===== config.mk =====
export PLATFORM = sky130hd
export DESIGN_NAME = uart_rx_sampler
export DESIGN_NICKNAME = d
export VERILOG_FILES = /design/src/rtl/uart_pkg.sv /design/src/rtl/uart_baud_tick.sv /design/src/rtl/uart_rx_sampler.sv
export SDC_FILE = /design/constraint.sdc
export NUM_CORES = 1
export LEC_CHECK = 0
export ABC_AREA = 1
export CORE_UTILIZATION = 39
export DETAILED_ROUTE_END_ITERATION = 10
export GPL_ROUTABILITY_DRIVEN = 1
export GPL_TIMING_DRIVEN = 0
export SYNTH_ARGS = -nofsm -noshare
export SYNTH_HDL_FRONTEND = slang
export SYNTH_SLANG_ARGS = --single-unit

===== constraint.sdc =====
create_clock -name clk -period 2.27 [get_ports clk]
set_input_delay 0.454 -clock clk [delete_from_list [all_inputs] [get_ports clk]]
set_output_delay 0.454 -clock clk [all_outputs]
set_load 0.02 [all_outputs]

===== src/rtl/uart_pkg.sv =====
// Shared UART receiver definitions: FSM encoding, oversampling constants and a vote helper.
// StParity exists only when UART_RX_PARITY_EN is defined.
package uart_pkg;

  localparam int unsigned OVERSAMPLE  = 16;
  localparam int unsigned MID_SAMPLE  = 7;
  localparam int unsigned SAMPLE_BITS = 4;

  typedef enum logic [2:0] {
    StIdle,
    StStart,
    StData,
    StStop,
    StWaitHigh
`ifdef UART_RX_PARITY_EN
    , StParity
`endif
  } uart_state_e;

  function automatic logic maj3(input logic [2:0] s);
    return (s[0] & s[1]) | (s[0] & s[2]) | (s[1] & s[2]);
  endfunction

endpackage


===== src/rtl/uart_baud_tick.sv =====
// Programmable sample-tick generator: one-cycle tick every div+1 clocks.
// div is latched at each wrap (and on reset) so a change never truncates a running period.
module uart_baud_tick #(
  parameter int unsigned DIV_W = 8
) (
  input  logic             clk,
  input  logic             reset,
  input  logic [DIV_W-1:0] div,
  output logic             tick
);

  logic [DIV_W-1:0] cnt_q, cnt_d;
  logic [DIV_W-1:0] lim_q, lim_d;

  always_comb begin
    tick  = (cnt_q == lim_q);
    cnt_d = cnt_q + DIV_W'(1);
    lim_d = lim_q;
    if (tick) begin
      cnt_d = '0;
      lim_d = div;
    end
  end

  always_ff @(posedge clk) begin
    if (reset) begin
      cnt_q <= '0;
      lim_q <= div;
    end else begin
      cnt_q <= cnt_d;
      lim_q <= lim_d;
    end
  end

endmodule


===== src/rtl/uart_rx_sampler.sv =====
// Oversampling UART receiver: 2-flop synced line, 2-of-3 vote per bit, 8 data bits, 1 stop bit.
// Define UART_RX_PARITY_EN to expect an even-parity bit between the data and stop bits.
module uart_rx_sampler #(
  parameter int unsigned DIV_W      = 8,
  parameter int unsigned OVERSAMPLE = 16
) (
  input  logic             clk,
  input  logic             reset,
  input  logic             rx_bit,
  input  logic [DIV_W-1:0] div,
  output logic [7:0]       data_out,
  output logic             data_valid,
  output logic             frame_err,
  output logic             parity_err,
  output logic             busy
);
  import uart_pkg::*;

  localparam logic [SAMPLE_BITS-1:0] MidIdx  = SAMPLE_BITS'(MID_SAMPLE);
  localparam logic [SAMPLE_BITS-1:0] Mid1Idx = SAMPLE_BITS'(MID_SAMPLE + 1);
  localparam logic [SAMPLE_BITS-1:0] Mid2Idx = SAMPLE_BITS'(MID_SAMPLE + 2);
  localparam logic [SAMPLE_BITS-1:0] LastIdx = SAMPLE_BITS'(OVERSAMPLE - 1);

  logic                   tick;
  logic                   sync1_q, sync2_q;
  logic                   line;
  logic                   bit_val;
  uart_state_e            state_q, state_d;
  logic [SAMPLE_BITS-1:0] scnt_q, scnt_d;
  logic [2:0]             bit_cnt_q, bit_cnt_d;
  logic [2:0]             samp_q, samp_d;
  logic [7:0]             shreg_q, shreg_d;
  logic [7:0]             data_out_q, data_out_d;
  logic                   dv_q, dv_d;
  logic                   fe_q, fe_d;
`ifdef UART_RX_PARITY_EN
  logic                   par_q, par_d;
  logic                   pe_q, pe_d;
`endif

  uart_baud_tick #(
    .DIV_W(DIV_W)
  ) u_baud_tick (
    .clk  (clk),
    .reset(reset),
    .div  (div),
    .tick (tick)
  );

  assign line    = sync2_q;
  assign bit_val = maj3(samp_q);

  always_comb begin
    state_d    = state_q;
    scnt_d     = scnt_q;
    bit_cnt_d  = bit_cnt_q;
    samp_d     = samp_q;
    shreg_d    = shreg_q;
    data_out_d = data_out_q;
    dv_d       = 1'b0;
    fe_d       = 1'b0;
`ifdef UART_RX_PARITY_EN
    par_d      = par_q;
    pe_d       = 1'b0;
`endif
    if (tick) begin
      scnt_d = (scnt_q == LastIdx) ? '0 : scnt_q + SAMPLE_BITS'(1);
      // Samples 7..9 feed the vote taken at the end of each bit
      if (scnt_q == MidIdx)  samp_d[0] = line;
      if (scnt_q == Mid1Idx) samp_d[1] = line;
      if (scnt_q == Mid2Idx) samp_d[2] = line;
      unique case (state_q)
        StIdle: begin
          if (!line) begin
            scnt_d    = '0;
            bit_cnt_d = '0;
            state_d   = StStart;
          end
        end
        StStart: begin
          if (scnt_q == MidIdx) begin
            scnt_d  = '0;
            state_d = line ? StIdle : StData;
          end
        end
        StData: begin
          if (scnt_q == LastIdx) begin
            shreg_d   = {bit_val, shreg_q[7:1]};
            bit_cnt_d = bit_cnt_q + 3'd1;
            if (bit_cnt_q == 3'd7) begin
`ifdef UART_RX_PARITY_EN
              state_d = StParity;
`else
              state_d = StStop;
`endif
            end
          end
        end
`ifdef UART_RX_PARITY_EN
        StParity: begin
          if (scnt_q == LastIdx) begin
            par_d   = bit_val;
            state_d = StStop;
          end
        end
`endif
        StStop: begin
          if (scnt_q == Mid1Idx) begin
            if (!line) begin
              fe_d    = 1'b1;
              state_d = StWaitHigh;
            end else begin
              state_d = StIdle;
`ifdef UART_RX_PARITY_EN
              if (^{shreg_q, par_q}) begin
                pe_d = 1'b1;
              end else begin
                dv_d       = 1'b1;
                data_out_d = shreg_q;
              end
`else
              dv_d       = 1'b1;
              data_out_d = shreg_q;
`endif
            end
          end
        end
        StWaitHigh: begin
          if (line) state_d = StIdle;
        end
        default: state_d = StIdle;
      endcase
    end
  end

  always_ff @(posedge clk) begin
    if (reset) begin
      sync1_q    <= 1'b1;
      sync2_q    <= 1'b1;
      state_q    <= StIdle;
      scnt_q     <= '0;
      bit_cnt_q  <= '0;
      samp_q     <= '0;
      shreg_q    <= '0;
      data_out_q <= '0;
      dv_q       <= 1'b0;
      fe_q       <= 1'b0;
    end else begin
      sync1_q    <= rx_bit;
      sync2_q    <= sync1_q;
      state_q    <= state_d;
      scnt_q     <= scnt_d;
      bit_cnt_q  <= bit_cnt_d;
      samp_q     <= samp_d;
      shreg_q    <= shreg_d;
      data_out_q <= data_out_d;
      dv_q       <= dv_d;
      fe_q       <= fe_d;
    end
  end

`ifdef UART_RX_PARITY_EN
  always_ff @(posedge clk) begin
    if (reset) begin
      par_q <= 1'b0;
      pe_q  <= 1'b0;
    end else begin
      par_q <= par_d;
      pe_q  <= pe_d;
    end
  end

  assign parity_err = pe_q;
`else
  assign parity_err = 1'b0;
`endif

  assign data_out   = data_out_q;
  assign data_valid = dv_q;
  assign frame_err  = fe_q;
  assign busy       = (state_q != StIdle);

endmodule


Fig. 1: run 1, track usage over the die
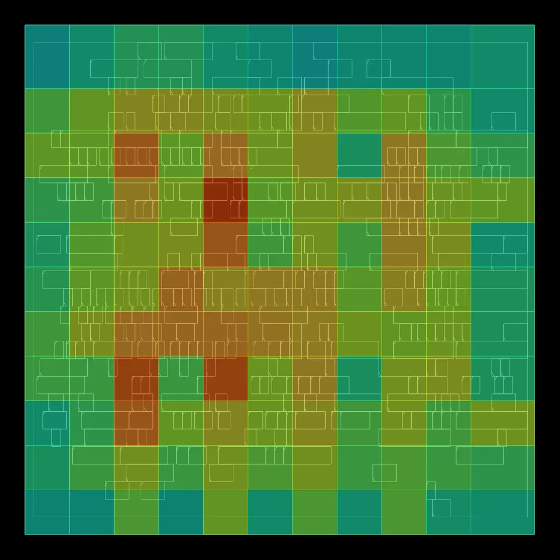
most crowded layer after global routing: met2
routing usage on met2: 23.7%

Fig. 2: run 1, where the registers sit
The bar under the picture is 20 um long. Other sequential cells in the stronger grey, the rest of the logic in the fainter grey.
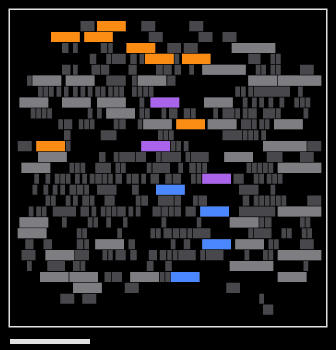
data_out -> orange  # sequential cells 8
bit_cnt_q -> purple  # sequential cells 3
scnt_q -> blue  # sequential cells 4
not coloured = 34

==> git commit body, run 1 <==
Update PnR metrics after Yosys + OpenROAD run

* Top-Level Pins: 23
- Cell type with the highest aggregate area in the netlist: dfxtp_1
- Site Rows: 27
* Time the worst path needs with I/O delays and setup: 2.12 ns
* Horizontal die dimension: 78.8 um
- The slew check shows that the tightest pin keeps a relative margin of 64.6%.
- DRC marker count from the first detailed-route iteration: 102
* Count of antenna-violating nets left after detailed routing: 0
- Count of cells along the worst register-to-register path: 9
* DRC viols: 0
* Total routed wirelength: 4340 um
* Setup clock skew after layout: 0.00723 ns
- STA lists the endpoint of the worst register-to-register path as u_baud_tick.lim_q[4].
* Syn. warnings: 0
* Number of buffers added by the clock tree synthesis step: 5
- For this design, the CTS-stage hold fixing added 0 buffers.
- Yosys reports a chip area of 2300 um^2.
- Worst setup EP type: primary output
* Maximum clock path buffer count: 2
* Area share of xor/xnor cells in the synthesized design: 1.14%
* Static leakage: 1.23 nW
- Area added between synthesis and finish: 18.0%
- For hold timing, the worst endpoint is line.
- The number of global-route vias before repair is 1642.
- In this run the register-to-register setup slack is 0.43 ns.
- Worst EP required: 1.82 ns
* Largest type area fraction: 35.7%
* Dominant logic cell types in the final layout: 87 x nand2_1, 46 x inv_1, 46 x nor2_1
* Skew-Pair Late Insertion Delay: 0.30 ns
- Area of the die: 6210 um^2
- The tightest hold path in the finished design has a slack of 0.415 ns.
- Outcome: finished, final reports clean
* Leftover overflow at the end of global routing: 0
- Setup repair after global routing left no endpoint under its margin.
* Post-route cell area: 2720 um^2
- STA lists the startpoint of the worst register-to-register path as u_baud_tick.cnt_q[0].
- Post-CTS Repair Setup Buffers: 0
- In the Yosys report, the sequential cells make up 46.1% of the chip area.
- The script logs the ratio of routed vias to standard cells as 4.55.
- In the placement report, post-DP HPWL is listed as 3100 um.
- Floorplan Utilization: 41.1%
- Post-Synthesis Mean Instance Area: 7.38 um^2
- Largest delay contributor family on the critical path: buffers and inverters
- The report gives the cell count of the worst hold path as 1.
Fig. 3: run 1, selected gate families
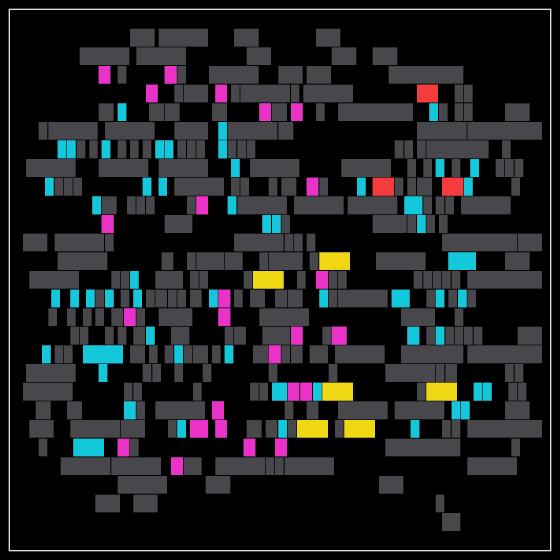
XOR/XNOR gates -> red  # cells 3, most used xor2_1
NOR gates -> cyan  # cells 54, most used nor2_1
inverting AOI/OAI gates -> magenta  # cells 25, most used a21oi_1
adder and majority cells -> yellow  # cells 6, most used ha_1

run 1: power by group:
group          leakage, nW  internal, mW  total [mW]  switching (mW)
registers            0.410         0.897       0.907          0.0101
clock network       0.0645         0.349       0.632           0.283
logic                0.760        0.0329      0.0745          0.0416
run 1: state kept, by name (all words and copies together), names as in the netlist, 3 cells and up:
name,cells
data_out,8
shreg_q,8
u_baud_tick.cnt_q,8
u_baud_tick.lim_q,8
scnt_q,4
bit_cnt_q,3
samp_q,3
state_q,3
run 1: Yosys cell counts:
cell,count
nor3b_2,1
a21oi_1,16
clkbuf_1,3
edfxtp_1,8
ha_1,6
conb_1,1
inv_1,46
nand2_4,1
buf_6,3
nand3_2,1
nand3_1,10
nand2_1,87
nand3b_1,1
nor2_4,1
dfxtp_1,41
o22ai_1,1
nor3_4,1
o21ai_0,7
xor2_1,3
nor2_1,46
or2_2,2
nand4_1,15
nor2_2,1
nor3b_1,2
clkinv_1,1
nor3_1,2
o21a_1,1
o21bai_1,1
buf_4,3
run 1: how the worst max path moves through the flow:
stage / startpoint / to / slack [ns] / cells after the start
4_1_cts: state_q[2] / busy / 0.12 / 5
3_3_place_gp: reset / u_baud_tick.lim_q[6] / 0.39 / 4
5_1_grt: state_q[2] / busy / 0.03 / 5
2_1_floorplan: u_baud_tick.cnt_q[5] / u_baud_tick.lim_q[0] / 0.70 / 9
3_5_place_dp: reset / u_baud_tick.lim_q[7] / 0.38 / 4
6_report: state_q[2] / busy / 0.15 / 5
run 1: layer usage:
layer | GRT usage [%] | wire [um]
met3 | 3.79 | 160
met5 | 0 | 0
met1 | 20.0 | 2220
met4 | 4.91 | 48
met2 | 23.7 | 1910
run 1: stage by stage:
step,std cells,power [mW],util [%]
4_1_cts,412,1.64,48.4
3_3_place_gp,404,1.00,46.2
2_1_floorplan,312,0.973,-
6_report,412,1.61,48.4
3_5_place_dp,404,1.00,46.2
5_1_grt,412,1.70,48.4
run 1: final cells by class:
type                            count  area (um^2)  area share, %
Timing Repair Buffer               20          200           7.37
Tap cell                           72         90.1           3.32
Clock buffer                        7          119           4.38
Clock inverter                      1         5.00          0.184
Buffer                              9         67.6           2.49
Multi-Input combinational cell    207          997           36.7
Inverter                           47          176           6.49
Sequential cell                    49         1060           39.1
run 1: cells by family after synthesis:
group | count (synthesis)
and+or+nand+nor | 171
adders and majority gates | 6
DFF | 49
other | 1
xor gates and xnor gates | 3
AOI/OAI and AO/OA | 26
buffers and inverters | 56
Fig. 4: run 1, metal 2
The bar under the picture is 20 um long.
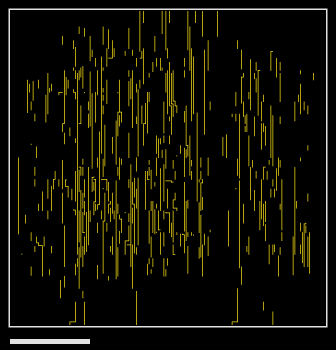

==> run 1 -> run 2 <==
Settings changed: CAP_MARGIN set to 25, CELL_PAD_IN_SITES_DETAIL_PLACEMENT set to 0, CELL_PAD_IN_SITES_GLOBAL_PLACEMENT set to 2, CORE_UTILIZATION 39 to 32, PLACE_DENSITY_LB_ADDON set to 0.1.
Clock period 2.27 ns to 2.4 ns, I/O delays scaled along.
Fig. 5: run 2, metal 2
The bar under the picture is 20 um long.
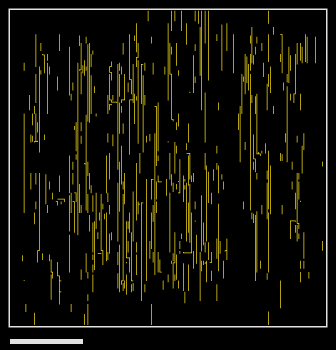
share of all routed wire = 46%
longest straight run = 47.3 um
wire length on this layer = 2350 um

==> git commit body, run 2 <==
Update PnR metrics after Yosys + OpenROAD run

- Outcome: finished, final reports clean
* Final design utilization: 39.7% (-8.7 points)
- By count the netlist is led by 87 x nand2_1, 46 x inv_1, 46 x nor2_1.
- The worst hold path cell count came to 1 (unchanged).
* Count of antenna-violating nets left after detailed routing: 0 (unchanged)
* Area added between synthesis and finish: 18.5%
- Sequential cell area fraction in the yosys report: 46.1% (unchanged)
* Skew-Pair Late Insertion Delay: 0.31 ns (about the same)
- Register-to-register setup slack: 0.51 ns (+0.08 ns)
* Final Total Pwr: 1.49 mW (-7.5%)
- Clock network fraction of total power: 37.7% (-1.5 points)
- The switching power summed over all nets was 0.341 mW (+1.8%).
* Static leakage: 1.22 nW (-0.89%)
- The count of library flops with an enable pin is 8 (unchanged).
- STA lists the endpoint of the worst register-to-register path as u_baud_tick.lim_q[4].
- The clock tree buffer depth was 2 (unchanged).
- Share of flip-flops with an asynchronous set or reset after synthesis: 0% (unchanged)
- Crit path to: busy
- The post-detailed-routing wire length is 5080 um (+17%).
* Comb power frac: 4.8% (+0.2 points)
- Worst setup path start: state_q[2]
* Time the worst path needs with I/O delays and setup: 2.15 ns
- The total number of placement rows is 30 (+11%).
-- run 2: worst min-delay path by stage --
stage,start,to
2_1_floorplan,sync1_q,line
3_3_place_gp,sync1_q,line
3_5_place_dp,sync1_q,line
4_1_cts,sync1_q,line
5_1_grt,sync1_q,line
6_report,sync1_q,line
-- run 2: logic make-up after synthesis --
logic type / synth area share, %
AND-OR/OR-AND: 5.92
adder cells (fa/ha/maj): 3.26
other: 0.163
flip-flops: 46.1
XOR/XNOR: 1.14
AND/OR/NAND/NOR: 32.8
buffers and inverters: 10.6
-- run 2: critical path, stage by stage, from the launching register on --
cell and delay [ns]:
dfxtp_1 0.44, inv_1 0.10, nand2_1 0.07, nor2_1 0.05, inv_1 0.10, clkdlybuf4s50_1 0.61
-- run 2: stage by stage --
stage	cells	hold slack, ns
global placement	428	0.392
CTS	436	0.423
detailed placement	428	0.399
floorplan	312	0.389
finish	436	0.420
global route	436	0.448
-- run 2: layout make-up --
type	count	area share, %
Clock buffer	7	3.58
Tap cell	96	4.40
Timing Repair Buffer	20	7.34
Sequential cell	49	38.9
Buffer	9	2.48
Inverter	47	6.46
Clock inverter	1	0.321
Multi-Input combinational cell	207	36.5
-- run 2: power groups by stage --
stage                     registers (mW)  clock network (mW)  logic, mW
final                              0.858               0.562     0.0719
after CTS                          0.859               0.586     0.0737
after detailed placement           0.878                   0     0.0734
after floorplan                    0.875                   0     0.0452
after global routing               0.861               0.610     0.0813
after global placement             0.877                   0     0.0724
-- run 2: layer usage --
| metal | up-vias | track usage [%] | wire [um] |
|---|---|---|---|
| met3 | 6 | 3.43 | 117 |
| li1 | 1026 | - | - |
| met5 | - | 0 | 0 |
| met1 | 848 | 18.9 | 2540 |
| met4 | 0 | 5.00 | 74 |
| met2 | 16 | 25.6 | 2350 |
Fig. 6: run 2, selected gate families
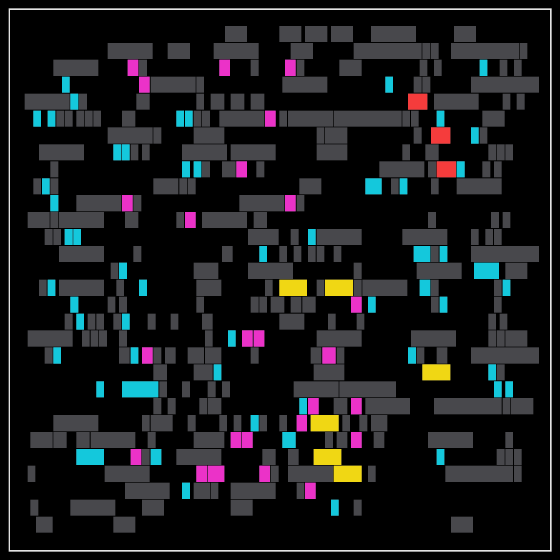

==> run 2 -> run 3 <==
Settings changed: CORE_UTILIZATION 32 to 29.
Clock period 2.4 ns to 1.7 ns, I/O delays scaled along.
Fig. 7: run 3, selected gate families
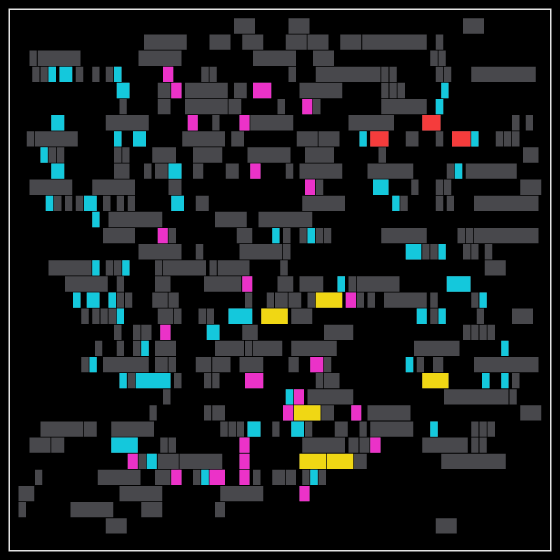
NOR gates -> cyan  # cells 54, most used nor2_1
XOR/XNOR gates -> red  # cells 3, most used xor2_1
inverting AOI/OAI gates -> magenta  # cells 25, most used a21oi_1
adder and majority cells -> yellow  # cells 6, most used ha_1

==> git commit body, run 3 <==
Update PnR metrics after Yosys + OpenROAD run

* Most frequent cells after synthesis: 87 x nand2_1, 46 x inv_1, 46 x nor2_1
- Once the floorplan was initialized, standard cells occupied 29.9% of the core.
- Global routing used 13.2% of the available tracks.
* Area of the die: 8300 um^2
- Number of flops mapped to enable cells by yosys: 8 (unchanged)
* Yosys chip area: 2300 um^2
* Static leakage: 1.29 nW (+5.3%)
- Outcome: finished, final reports clean
- The setup slack of the worst register-to-register path was 0.11 ns (-0.40 ns).
* Critical Path, Cell by Cell: clkdlybuf4s50_1
- STA puts the critical path data required time at 1.36 ns.
- The most critical setup path has its startpoint at data_out[7].
* Skew-Pair Late Insertion Delay: 0.31 ns (about the same)
- The number of nets with antenna violations after detailed routing is 0 (unchanged).
* First-pass iteration count of the detailed router: 5
- Maximum clock path buffer count: 2 (unchanged)
* Area added between synthesis and finish: 28.9%
* Site Rows: 32 (+6.7%)
- Vias in the first global route: 1778
- Slowest cell on the critical path: clkdlybuf4s50_1
- Worst Path Buf+Inv: 1 (-2)
- The delay of the slowest critical-path stage is 0.61 ns (about the same).
- F_max: 0.623 GHz
- The worst-case hold slack was 0.418 ns (-0.00191 ns).
- The routed design could run at a clock period as short as 1.60 ns.
- The sequential fraction of the synthesis area is 46.1% (unchanged).
* Hold_sp: sync1_q
* Share of flip-flops with an asynchronous set or reset after synthesis: 0% (unchanged)
- Final design utilization: 38.6% (-1.1 points)
- Inst Count DP: 434 (+1.4%)
- End of the worst register-to-register path: shreg_q[0]
- The cell depth of the worst setup path was 1 (-4).
* Crit path to: data_out[7]
- Total routed wirelength: 5230 um (+3.0%)
* Tally of non-filler cells in the final layout: 453 (+3.9%)
-- run 3: cell count changes in the layout (fill, tap and decap cells not counted), moves of 2 or more --
cell / before / now
nor2_2: 1 / 12
dfxtp_2: 0 / 9
nand2_2: 0 / 3
nand3_2: 1 / 3
buf_8: 0 / 3
dfxtp_1: 41 / 31
nand2_1: 87 / 83
buf_4: 3 / 9
nor2_1: 46 / 34
nand3_1: 10 / 7
-- run 3: cells by family (layout without fill, tap and decap cells) --
group | Yosys count | after routing | synth area share (%)
adders and majority gates | 6 | 6 | 3.26
and+or+nand+nor | 171 | 171 | 32.8
other | 1 | 1 | 0.163
buffers and inverters | 56 | 95 | 10.6
xor gates and xnor gates | 3 | 3 | 1.14
AOI/OAI and AO/OA | 26 | 26 | 5.92
DFF | 49 | 49 | 46.1
-- run 3: layout make-up --
type                    instances  area, um^2
plain buffers                   9        87.6
clock buffers                   5        68.8
flip-flops and latches         49        1080
well taps                     102         128
fillers                       827        4720
inverters                      47         176
repair buffers                 31         324
multi-input cells             207        1090
clock inverters                 3        21.3
-- run 3: how the worst min path moves through the flow --
stage | end | slack (ns) | depth (start not counted)
floorplan | line | 0.39 | 1
global placement | line | 0.39 | 1
detailed placement | line | 0.39 | 1
CTS | line | 0.42 | 1
global route | line | 0.44 | 1
finish | line | 0.42 | 1
-- run 3: power breakdown --
part           internal (mW)  switching, mW  total (mW)
clock                  0.293          0.424       0.717
sequential              1.20         0.0142        1.21
combinational         0.0489         0.0589       0.108
-- run 3: metal layers --
| layer | vias up | part of all wire, % | global-route usage, % |
|---|---|---|---|
| met5 | - | 0 | 0 |
| met4 | 0 | 1.6 | 4.63 |
| met3 | 4 | 2.3 | 2.68 |
| met2 | 15 | 47 | 21.5 |
| met1 | 888 | 49 | 17.2 |
| li1 | 1043 | - | - |
-- run 3: per-stage QoR --
stage	TNS, ns	power (mW)
after floorplan	0	1.30
after global placement	-3.90	1.34
after detailed placement	-3.55	1.34
after CTS	-0.0280	2.07
after global routing	-0.0761	2.13
final	0	2.04
-- run 3: what timing repair did --
item / 4_1_cts / 5_1_grt
setup endpoints to repair: 36 / 42
setup buffers: 3 / 6
gates resized: 6 / 43
hold buffers: 0 / 0
cloned: 0 / 2
pin swaps: 1 / 12
Power and IR drop assume default switching activity.
